<file path="config.mk">
export PLATFORM = sky130hd
export DESIGN_NAME = decoder_scan_n
export DESIGN_NICKNAME = d
export VERILOG_FILES = /design/src/rtl/decoder_scan_n.sv
export SDC_FILE = /design/constraint.sdc
export NUM_CORES = 1
export LEC_CHECK = 0
export ABC_CLOCK_PERIOD_IN_PS = 4200
export CORE_ASPECT_RATIO = 0.9
export CORE_MARGIN = 1.5
export CORE_UTILIZATION = 54
export DETAILED_ROUTE_END_ITERATION = 6
export HOLD_SLACK_MARGIN = 0.08
export PLACE_DENSITY = 0.84
export SLEW_MARGIN = 10
export SYNTH_ARGS = -nofsm -noshare
export SYNTH_HDL_FRONTEND = slang
export SYNTH_SLANG_ARGS = --single-unit
</file>
<file path="constraint.sdc">
create_clock -name clk -period 4.2 [get_ports clk]
set_clock_uncertainty 0.2 [all_clocks]
set_input_delay 0.84 -clock clk [delete_from_list [all_inputs] [get_ports clk]]
set_output_delay 0.84 -clock clk [all_outputs]
set_load 0.005 [all_outputs]
</file>
<file path="src/rtl/decoder_scan_n.sv">
// Registered N-to-2^N one-hot (or one-cold) decoder with a built-in scan sequencer.
// The active output either follows sel or walks up, down or ping-pong at a prescaled rate.
module decoder_scan_n #(
    parameter int N        = 4,
    parameter bit ACT_LOW  = 1'b1,
    parameter int PRESCALE = 4
) (
    input  logic            clk,
    input  logic            rst_n,
    input  logic            en,
    input  logic [1:0]      mode,
    input  logic [N-1:0]    sel,
    input  logic            load,
    output logic [2**N-1:0] y,
    output logic [N-1:0]    index,
    output logic            wrap
);

    localparam int W  = 2**N;
    localparam int PW = $clog2(PRESCALE) + 1;

    localparam logic [N-1:0]  IDX_MAX = N'(W - 1);
    localparam logic [PW-1:0] PMAX    = PW'(PRESCALE - 1);
    localparam logic [W-1:0]  Y_IDLE  = ACT_LOW ? {W{1'b1}} : {W{1'b0}};

    typedef enum logic [1:0] {
        MODE_STATIC = 2'b00,
        MODE_UP     = 2'b01,
        MODE_DOWN   = 2'b10,
        MODE_PING   = 2'b11
    } mode_e;

    logic [N-1:0]  index_q, index_d;
    logic [PW-1:0] presc_q, presc_d;
    logic          dir_up_q, dir_up_d;
    logic          wrap_q, wrap_d;
    logic [W-1:0]  y_q, y_d;

    logic          tick;
    logic          step_up;
    logic [W-1:0]  one_hot;

    always_comb begin
        index_d  = index_q;
        presc_d  = presc_q;
        dir_up_d = dir_up_q;
        wrap_d   = 1'b0;
        tick     = 1'b0;
        step_up  = dir_up_q;

        // Directional modes pin the direction; ping-pong inherits whatever was last used.
        if (en) begin
            if (mode == MODE_UP) begin
                dir_up_d = 1'b1;
            end else if (mode == MODE_DOWN) begin
                dir_up_d = 1'b0;
            end
        end

        if (load) begin
            index_d = sel;
            presc_d = '0;
        end else if (en) begin
            if (mode == MODE_STATIC) begin
                index_d = sel;
                presc_d = '0;
            end else begin
                tick    = (presc_q == PMAX);
                presc_d = tick ? '0 : presc_q + PW'(1);
                if (tick) begin
                    case (mode)
                        MODE_UP: begin
                            index_d = index_q + N'(1);
                            wrap_d  = (index_q == IDX_MAX);
                        end
                        MODE_DOWN: begin
                            index_d = index_q - N'(1);
                            wrap_d  = (index_q == '0);
                        end
                        default: begin
                            // A load can park the index on an endpoint facing outward; bounce it back in.
                            if (index_q == IDX_MAX) begin
                                step_up = 1'b0;
                            end else if (index_q == '0) begin
                                step_up = 1'b1;
                            end
                            index_d = step_up ? index_q + N'(1) : index_q - N'(1);
                            if ((step_up && index_d == IDX_MAX) || (!step_up && index_d == '0)) begin
                                wrap_d   = 1'b1;
                                dir_up_d = !step_up;
                            end else begin
                                dir_up_d = step_up;
                            end
                        end
                    endcase
                end
            end
        end
    end

    always_comb begin
        one_hot          = '0;
        one_hot[index_q] = 1'b1;
        if (!en) begin
            y_d = Y_IDLE;
        end else begin
            y_d = ACT_LOW ? ~one_hot : one_hot;
        end
    end

    always_ff @(posedge clk or negedge rst_n) begin
        if (!rst_n) begin
            index_q  <= '0;
            presc_q  <= '0;
            dir_up_q <= 1'b1;
            wrap_q   <= 1'b0;
            y_q      <= Y_IDLE;
        end else begin
            index_q  <= index_d;
            presc_q  <= presc_d;
            dir_up_q <= dir_up_d;
            wrap_q   <= wrap_d;
            y_q      <= y_d;
        end
    end

    assign y     = y_q;
    assign index = index_q;
    assign wrap  = wrap_q;

endmodule

</file>
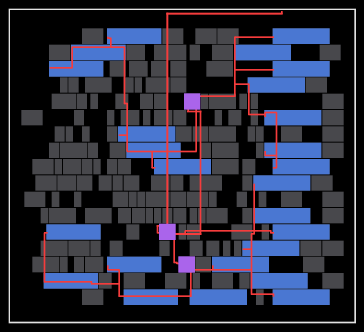
(images/clock_wires.png)
Scale: 6 px per µm.
legend:
  blue:
    item: flip-flops
    count: 25
  red:
    item: clock wires
    length: 302 µm
  purple:
    item: clock-net drivers
    count: 3
routed clock nets: 4
flops lie: spread over the die

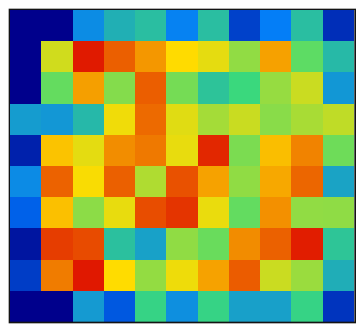
(images/util_map.png)
Scale: 6 px per µm. 11 x 10 tiles, from dark blue (low) to red (high), 0 to 100% covered.
mean over tiles: 57%
fullest tile: 97%
nearly empty tiles: 5.5%
emptiest ninth of the die: top left
tiles over 75% full: 30%
densest ninth of the die: middle

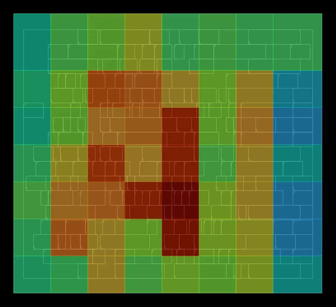
(images/congestion_map.png)
fraction of the core area covered by cells at the end of the flow: 0.701
routing usage on met1: 0.276

==> results.txt <==
flow finished, numbers: area reported by Yosys stat 1440 µm², Final Hold Violation Tally 0, clock latency on the worst-skew pair 320 ps, highest-count logic cell in the final layout clkdlybuf4s50_1, Pwr Total approximately 0.67 mW, GR Layer Usage met3 0.0323, Vert. Die Dim about 52 µm, kind of end point of the critical path primary output, global route overflow 0, total global routing track utilization 0.229, die boundary width 57.4 µm, initial antenna violation count 0, buffering overhead 0.172, multi-input gate share of total cell area 0.411, top cell type's share of synthesized area 0.311, Post-route DRC 0, outcome completed, Pwr per Cell Area 384 nW/µm², total number of warnings across the stage logs 32, number of antenna cells inserted 0, DR WL met3 110 µm, detailed-routing wirelength on met1 approximately 1300 µm, Cells after DPL 198, Non-Filler Instances 202, Non-clock inverters 5, FILL cells 199, pin count of the biggest net entering global routing 26, cell family contributing the most delay on the critical path flip-flops, met2 wire length 1580 µm, sequential power 0.321 mW, clock tree from TritonCTS yes, number of clock-tree buffers in the layout 4, number of sequential storage elements 25, Slowest Stage Delay on Critical Path 820 ps, post-layout worst setup margin 1380 ps, TritonCTS Buffers 3
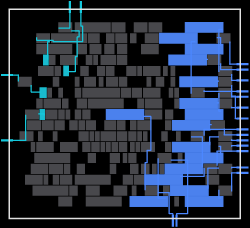
(images/port_trees.png)
Scale: 4 px per µm.
legend:
  blue:
    port: y
    bits: 16
    direction: output
    edge: 14 right, 2 bottom
    end_cells: 16
    wire: 208 µm
  cyan:
    port: sel
    bits: 4
    direction: input
    edge: 2 top, 2 left
    end_cells: 4
    wire: 66.0 µm

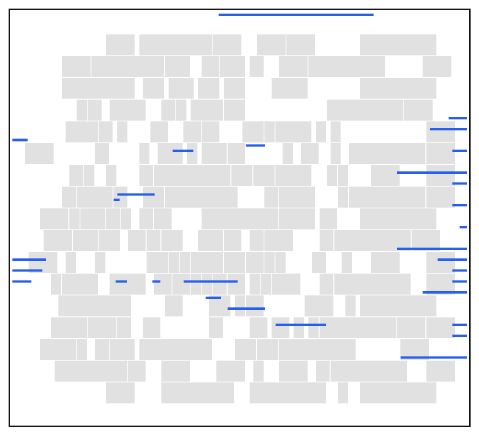
(images/m3.png)
Scale: 8 px per µm.
share of all routed wire: 3.6%
longest straight run: 19.1 µm
main direction: horizontal
nets with wire on the layer: 25

-- stage by stage --
| step | cell area [µm²] | util |
|---|---|---|
| 2_1_floorplan | 1440 | - |
| 3_3_place_gp | 1720 | 0.691 |
| 3_5_place_dp | 1720 | 0.691 |
| 4_1_cts | 1750 | 0.701 |
| 5_1_grt | 1750 | 0.701 |
| 6_report | 1750 | 0.701 |
-- final timing paths --
check	from	endpoint	slack, ps	cells past startpoint
max in group asynchronous	rst_n	presc_q[0]	2290	1
min in group asynchronous	rst_n	index[2]	880	1
worst max-delay path	index[2]	index[2]	1380	1
worst min-delay path	presc_q[2]	presc_q[2]	340	1
worst max register to register	index[0]	index[1]	1720	7
worst min register to register	presc_q[2]	presc_q[2]	340	1
-- state kept, by name (all words and copies together), names as in the netlist --
signal    count
index         4
wrap          1
dir_up_q      1
presc_q       3
y            16
Power and IR drop assume default switching activity.
